[config.mk]
export PLATFORM = sky130hd
export DESIGN_NAME = ras_spec
export DESIGN_NICKNAME = d
export VERILOG_FILES = /design/src/rtl/ras_pkg.sv /design/src/rtl/ras_ckpt_ring.sv /design/src/rtl/ras_spec.sv
export SDC_FILE = /design/constraint.sdc
export NUM_CORES = 1
export LEC_CHECK = 0
export CORE_MARGIN = 1
export CORE_UTILIZATION = 50
export CTS_BUF_LIST = sky130_fd_sc_hd__clkbuf_4 sky130_fd_sc_hd__clkbuf_8
export DETAILED_ROUTE_END_ITERATION = 12
export GPL_ROUTABILITY_DRIVEN = 0
export PLACE_DENSITY = 0.63
export SLEW_MARGIN = 30
export SYNTH_ARGS = -nofsm -noshare
export SYNTH_HDL_FRONTEND = slang
export SYNTH_SLANG_ARGS = --single-unit
[constraint.sdc]
create_clock -name clk -period 7.35 [get_ports clk]
set_input_delay 1.47 -clock clk [delete_from_list [all_inputs] [get_ports clk]]
set_output_delay 1.47 -clock clk [all_outputs]
set_load 0.005 [all_outputs]
[src/rtl/ras_pkg.sv]
// Shared types and helpers for the speculative return-address stack.
package ras_pkg;

  // Default geometry. The checkpoint struct is sized from these values, so the
  // top-level WIDTH/DEPTH parameters must match them.
  localparam int RAS_WIDTH = 31;
  localparam int RAS_DEPTH = 16;
  localparam int RAS_NCKPT = 4;

  localparam int TOS_W = $clog2(RAS_DEPTH);
  localparam int CNT_W = $clog2(RAS_DEPTH + 1);

  // Snapshot of the stack taken at checkpoint time.
  typedef struct packed {
    logic [TOS_W-1:0]     tos;
    logic [CNT_W-1:0]     count;
    logic [RAS_WIDTH-1:0] top;
  } ras_ckpt_t;

  // Pointer increment with wrap-around at n.
  function automatic int wrap_inc(input int v, input int n);
    return (v + 1) % n;
  endfunction

endpackage

[src/rtl/ras_ckpt_ring.sv]
// Checkpoint ring: in-order allocate at tail, release at head, truncate-to-tag on restore.
module ras_ckpt_ring
  import ras_pkg::*;
#(
  parameter int NCKPT = RAS_NCKPT
) (
  input  logic                     clk,
  input  logic                     rst_ni,
  input  logic                     ckpt_req,
  input  logic                     ckpt_release,
  input  logic                     restore,
  input  logic [$clog2(NCKPT)-1:0] restore_tag,
  input  ras_ckpt_t                wr_data,
  output ras_ckpt_t                rd_data,
  output logic                     restore_ok,
  output logic                     ckpt_ready,
  output logic [$clog2(NCKPT)-1:0] ckpt_tag
);

  localparam int TW = $clog2(NCKPT);
  localparam int OW = $clog2(NCKPT + 1);

  logic [TW-1:0] head, tail, head_nx, tag_off;
  logic [OW-1:0] occ;
  logic          rel_ok, alloc;
  ras_ckpt_t     ck [NCKPT];

  // A tag is live when its distance from head is inside the occupied window.
  assign tag_off    = restore_tag - head;
  assign restore_ok = restore && (OW'(tag_off) < occ);
  assign ckpt_ready = occ < OW'(NCKPT);
  assign ckpt_tag   = tail;
  assign rd_data    = ck[restore_tag];
  assign rel_ok     = ckpt_release && (occ != '0);
  assign alloc      = ckpt_req && ckpt_ready && !restore_ok;
  // Restoring the head slot itself frees everything, so a same-cycle release is moot.
  assign head_nx    = (rel_ok && !(restore_ok && tag_off == '0)) ?
                      TW'(wrap_inc(int'(head), NCKPT)) : head;

  // Ring pointers and occupancy.
  always_ff @(posedge clk or negedge rst_ni) begin
    if (!rst_ni) begin
      head <= '0;
      tail <= '0;
      occ  <= '0;
    end else begin
      head <= head_nx;
      if (restore_ok) begin
        tail <= restore_tag;
        occ  <= OW'(TW'(restore_tag - head_nx));
      end else begin
        if (alloc) tail <= TW'(wrap_inc(int'(tail), NCKPT));
        occ <= occ + OW'(alloc) - OW'(rel_ok);
      end
    end
  end

  // Snapshot storage; contents only matter while the slot is occupied.
  always_ff @(posedge clk) begin
    if (alloc) ck[tail] <= wr_data;
  end

  // A restore to a slot that is not in flight is dropped; make that visible.
  a_restore_live: assert property (@(posedge clk) disable iff (!rst_ni) restore |-> restore_ok);

endmodule

[src/rtl/ras_spec.sv]
// Speculative return-address stack with checkpoint/restore.
// The branch-resolution free signal is named ckpt_release: 'release' is a reserved word.
module ras_spec
  import ras_pkg::*;
#(
  parameter int WIDTH = RAS_WIDTH,
  parameter int DEPTH = RAS_DEPTH,
  parameter int NCKPT = RAS_NCKPT
) (
  input  logic                     clk,
  input  logic                     rst_ni,
  input  logic                     push,
  input  logic                     pop,
  input  logic [WIDTH-1:0]         din,
  output logic [WIDTH-1:0]         dout,
  output logic                     valid,
  input  logic                     ckpt_req,
  output logic                     ckpt_ready,
  output logic [$clog2(NCKPT)-1:0] ckpt_tag,
  input  logic                     ckpt_release,
  input  logic                     restore,
  input  logic [$clog2(NCKPT)-1:0] restore_tag
);

  localparam int TW = $clog2(DEPTH);
  localparam int CW = $clog2(DEPTH + 1);

  if (WIDTH != RAS_WIDTH || DEPTH != RAS_DEPTH) begin : g_cfg_check
    $error("ras_spec: WIDTH/DEPTH must match ras_pkg geometry");
  end

  logic [TW-1:0]    tos, tos_nx, tos_up, tos_dn;
  logic [CW-1:0]    count, count_nx;
  logic [WIDTH-1:0] top_nx;
  logic [WIDTH-1:0] mem [DEPTH];
  logic             empty, full, restore_ok, do_push, do_pp, do_pop;
  ras_ckpt_t        wr_ck, rd_ck;

  assign empty   = (count == '0);
  assign full    = (count == CW'(DEPTH));
  assign tos_up  = TW'(wrap_inc(int'(tos), DEPTH));
  assign tos_dn  = tos - TW'(1);
  // Push+pop on an empty stack degenerates to a plain push.
  assign do_pp   = !restore_ok && push && pop && !empty;
  assign do_push = !restore_ok && push && !do_pp;
  assign do_pop  = !restore_ok && pop && !push && !empty;

  // Post-update stack state; also the snapshot a same-cycle checkpoint captures.
  always_comb begin
    tos_nx   = tos;
    count_nx = count;
    top_nx   = mem[tos];
    if (restore_ok) begin
      tos_nx   = rd_ck.tos;
      count_nx = rd_ck.count;
      top_nx   = rd_ck.top;
    end else if (do_push) begin
      tos_nx   = tos_up;
      count_nx = full ? count : count + CW'(1);
      top_nx   = din;
    end else if (do_pp) begin
      top_nx   = din;
    end else if (do_pop) begin
      tos_nx   = tos_dn;
      count_nx = count - CW'(1);
      top_nx   = mem[tos_dn];
    end
  end

  assign wr_ck = '{tos: tos_nx, count: count_nx, top: top_nx};

  // Stack pointer and occupancy.
  always_ff @(posedge clk or negedge rst_ni) begin
    if (!rst_ni) begin
      tos   <= '0;
      count <= '0;
    end else begin
      tos   <= tos_nx;
      count <= count_nx;
    end
  end

  // Entry writes; a restore rewrites the checkpointed top in case it was clobbered.
  always_ff @(posedge clk) begin
    if (restore_ok || do_push || do_pp) mem[tos_nx] <= top_nx;
  end

  assign valid = !empty;
  assign dout  = valid ? mem[tos] : '0;

  ras_ckpt_ring #(.NCKPT(NCKPT)) u_ring (
    .clk          (clk),
    .rst_ni       (rst_ni),
    .ckpt_req     (ckpt_req),
    .ckpt_release (ckpt_release),
    .restore      (restore),
    .restore_tag  (restore_tag),
    .wr_data      (wr_ck),
    .rd_data      (rd_ck),
    .restore_ok   (restore_ok),
    .ckpt_ready   (ckpt_ready),
    .ckpt_tag     (ckpt_tag)
  );

endmodule

Figure 1. Ports around the boundary (run 1).
Pins as bars across the die edge, other pins in gray.
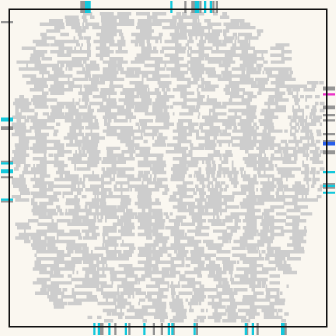
legend:
  `dout`:
    color: cyan
    pins: 31
    direction: output
    edge: 12 bottom, 10 top, 6 left, 3 right
  `restore_tag`:
    color: blue
    pins: 2
    direction: input
    edge: right
  `ckpt_req`:
    color: magenta
    pins: 1
    direction: input
    edge: right

Figure 2. Congestion heat map (run 1).
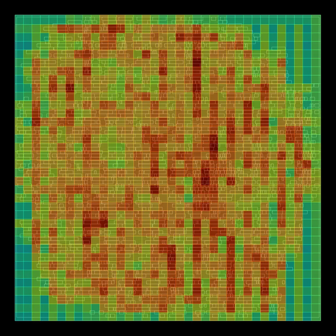
M1 GR Usage: 38.8%
Finished Core Util: 57.3%
met3 Track Usage GR: 5.20%
met2 GRT Util: 44.0%

Figure 3. Sequential cells colored by netlist name (run 1).
Other sequential cells in the stronger gray, the rest of the logic in the fainter gray.
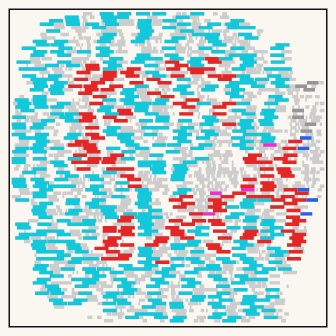
legend:
  `tos`:
    color: magenta
    placed_flops: 4
  `mem`:
    color: cyan
    placed_flops: 496
    where: all over the die
  `u_ring.ck`:
    color: red
    placed_flops: 160
  `count`:
    color: blue
    placed_flops: 5
    where: right middle
not colored: 7

run 1: where the power goes:
part | internal (mW) | total, mW | switching [mW]
clock network | 1.70 | 3.12 | 1.42
registers | 6.49 | 7.00 | 0.506
logic | 3.39 | 8.46 | 5.07
total | 11.6 | 18.6 | 6.99
run 1: metrics by stage:
stage	power (mW)	instance area, um^2	std cells	setup slack, ps	hold slack, ps
6_report	18.6	34600	2644	1650	497
3_3_place_gp	15.3	32500	2451	1670	480
3_5_place_dp	15.5	32500	2452	1660	487
4_1_cts	18.6	34600	2643	1560	499
5_1_grt	19.4	34600	2643	1390	526
2_1_floorplan	12.3	30600	1644	401	466
run 1: sequential cells by signal, indices dropped and copies added (netlist names):
register / cells
mem: 496
u_ring.ck: 160
count: 5
tos: 4
u_ring.occ: 3
u_ring.ckpt_tag: 2
u_ring.head: 2
==> out/results.txt, run 1 <==
final-layout non-clock buffer area share = 3.88%
Worst Setup EP = dout[7]
Synth Instances = 1,644
# DRC = 0
# port buffers = 74
met2 WL = 41.0 mm
ys async rst share = 2.38%
final clock skew = 25.1 ps
Leakage = 11.2 nW
Endpoint, Worst Hold = u_ring.head[1]
DIE HEIGHT = 249 um
fin crit share = 77.6%
Distinct lib cells used = 58
sequential share of cell area = 58.2%
# Cells Yosys = 1,644
r2r setup slk = 2540 ps
final setup fails = 0
tool warnings = 31
status = completed
# hold bufs at CTS = 0
Post-DRT Antenna Nets = 0
Figure 4. Signal wires on met3 (run 1).
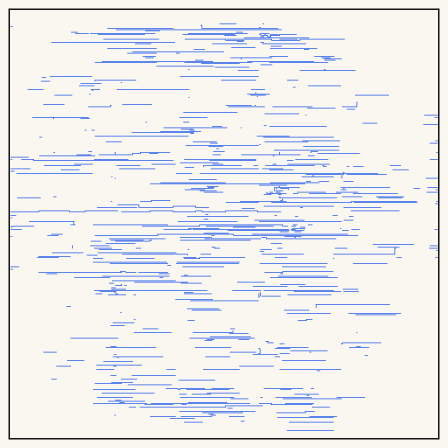

==> run 2: changes to the inputs <==
Clock period 7.35 ns to 5.6 ns, I/O delays scaled along.
Figure 5. Signal wires on met3 (run 2).
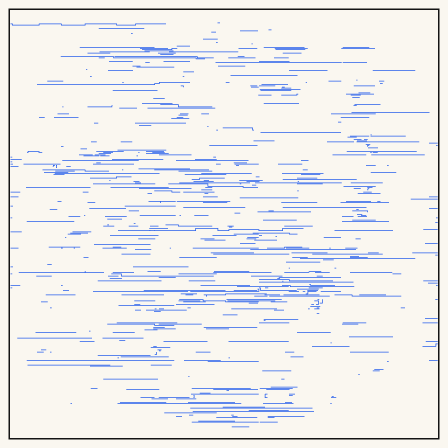
share of all routed wire: 9.1%
wire length on this layer: 7,760 um
longest straight run: 85.6 um

Figure 6. Ports around the boundary (run 2).
Pins as bars across the die edge, other pins in gray.
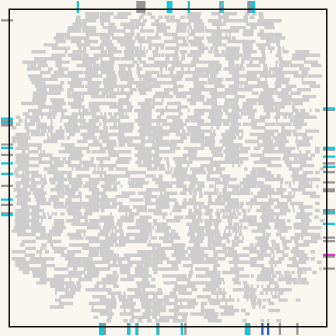
legend:
  `ckpt_req`:
    color: magenta
    pins: 1
    direction: input
    edge: right
  `restore_tag`:
    color: blue
    pins: 2
    direction: input
    edge: bottom
  `dout`:
    color: cyan
    pins: 31
    direction: output
    edge: 10 top, 8 bottom, 7 left, 6 right

==> run 2 against run 1 <==
  * Clock skew up 12 ps
  * Sequential power up 32%
  * Utilization up 0.73 points
  * Highest routed layer unchanged
  * Non-clock buffer count up 24
  * Routed wire length up 0.62%
  * Critical path depth up 1
==> out/results.txt, run 2 <==
met2 WL = 41.0 mm (+0.22%)
Distinct lib cells used = 58 (unchanged)
DIE HEIGHT = 249 um (unchanged)
ys async rst share = 2.38% (unchanged)
placed cell area = 0.0329 mm^2 (+1.3%)
pre-CTS setup slack = 491 ps (-1170 ps)
Net Sw Power = 9.39 mW (+34%)
Layout Cells excl Fill = 2,664 (+0.76%)
Fmax = 196 MHz
Worst Setup Slack, final = 499 ps (-1150 ps)
# port buffers = 74 (unchanged)
status = completed
Leakage = 11.4 nW (+1.7%)
Finished Core Util = 58.0% (+0.73 points)
# hold bufs at CTS = 0 (unchanged)
Max power group = combinational cells
# Cells Yosys = 1,644 (unchanged)
cell area after layout = 0.0350 mm^2 (+1.3%)
Combinational Power Share = 46.0% (+0.5 points)
Crit Path Category = reg -> out
most frequent cell after synthesis = edfxtp_1
M1 GR Usage = 38.2% (-0.60 points)
Pint = 15.4 mW (+33%)
Post-DRT Antenna Nets = 0 (unchanged)
met2 GRT Util = 44.2% (+0.25 points)
power after layout = 24.8 mW (+34%)
Worst Setup EP = dout[25]
r2r setup slk = 1300 ps (-1240 ps)
final clock skew = 37.5 ps (+12.3 ps)
final setup fails = 0 (unchanged)
Synthesized Nets = 1,698
worst hold slack = 345 ps (-151 ps)
Clock power frac = 16.6% (-0.2 points)
biggest regs = mem: 496 flops, u_ring.ck: 160 flops, count: 5 flops
tool warnings = 32 (+3.2%)
# DRC = 0 (unchanged)
Seq group = 9.27 mW (+32%)
Switching Fraction = 37.8% (+0.17 points)
dpl cells = 2,475 (+0.94%)
Largest Register = mem
Synth Instances = 1,644 (unchanged)
run 2: cell counts after synthesis:
Identical to the previous run, type by type.
run 2: cells by family after synthesis:
kind of cell | synth area share (%)
AND/OR/NAND/NOR | 4.52
buffers and inverters | 2.08
multiplexers | 22.1
XOR/XNOR | 0.541
AND-OR/OR-AND | 4.38
flip-flops | 65.8
adder cells (fa/ha/maj) | 0.631
run 2: area by class of cell:
type	instances	share of cell area, %
Sequential cell	672	57.5
Tap cell	782	2.80
Multi-Input combinational cell	829	28.9
Clock inverter	46	0.894
Timing Repair Buffer	174	4.76
Antenna cell	1	0.00715
Clock buffer	141	5.03
Inverter	19	0.204
No activity file was given, so power comes from the tool's default toggle rates.
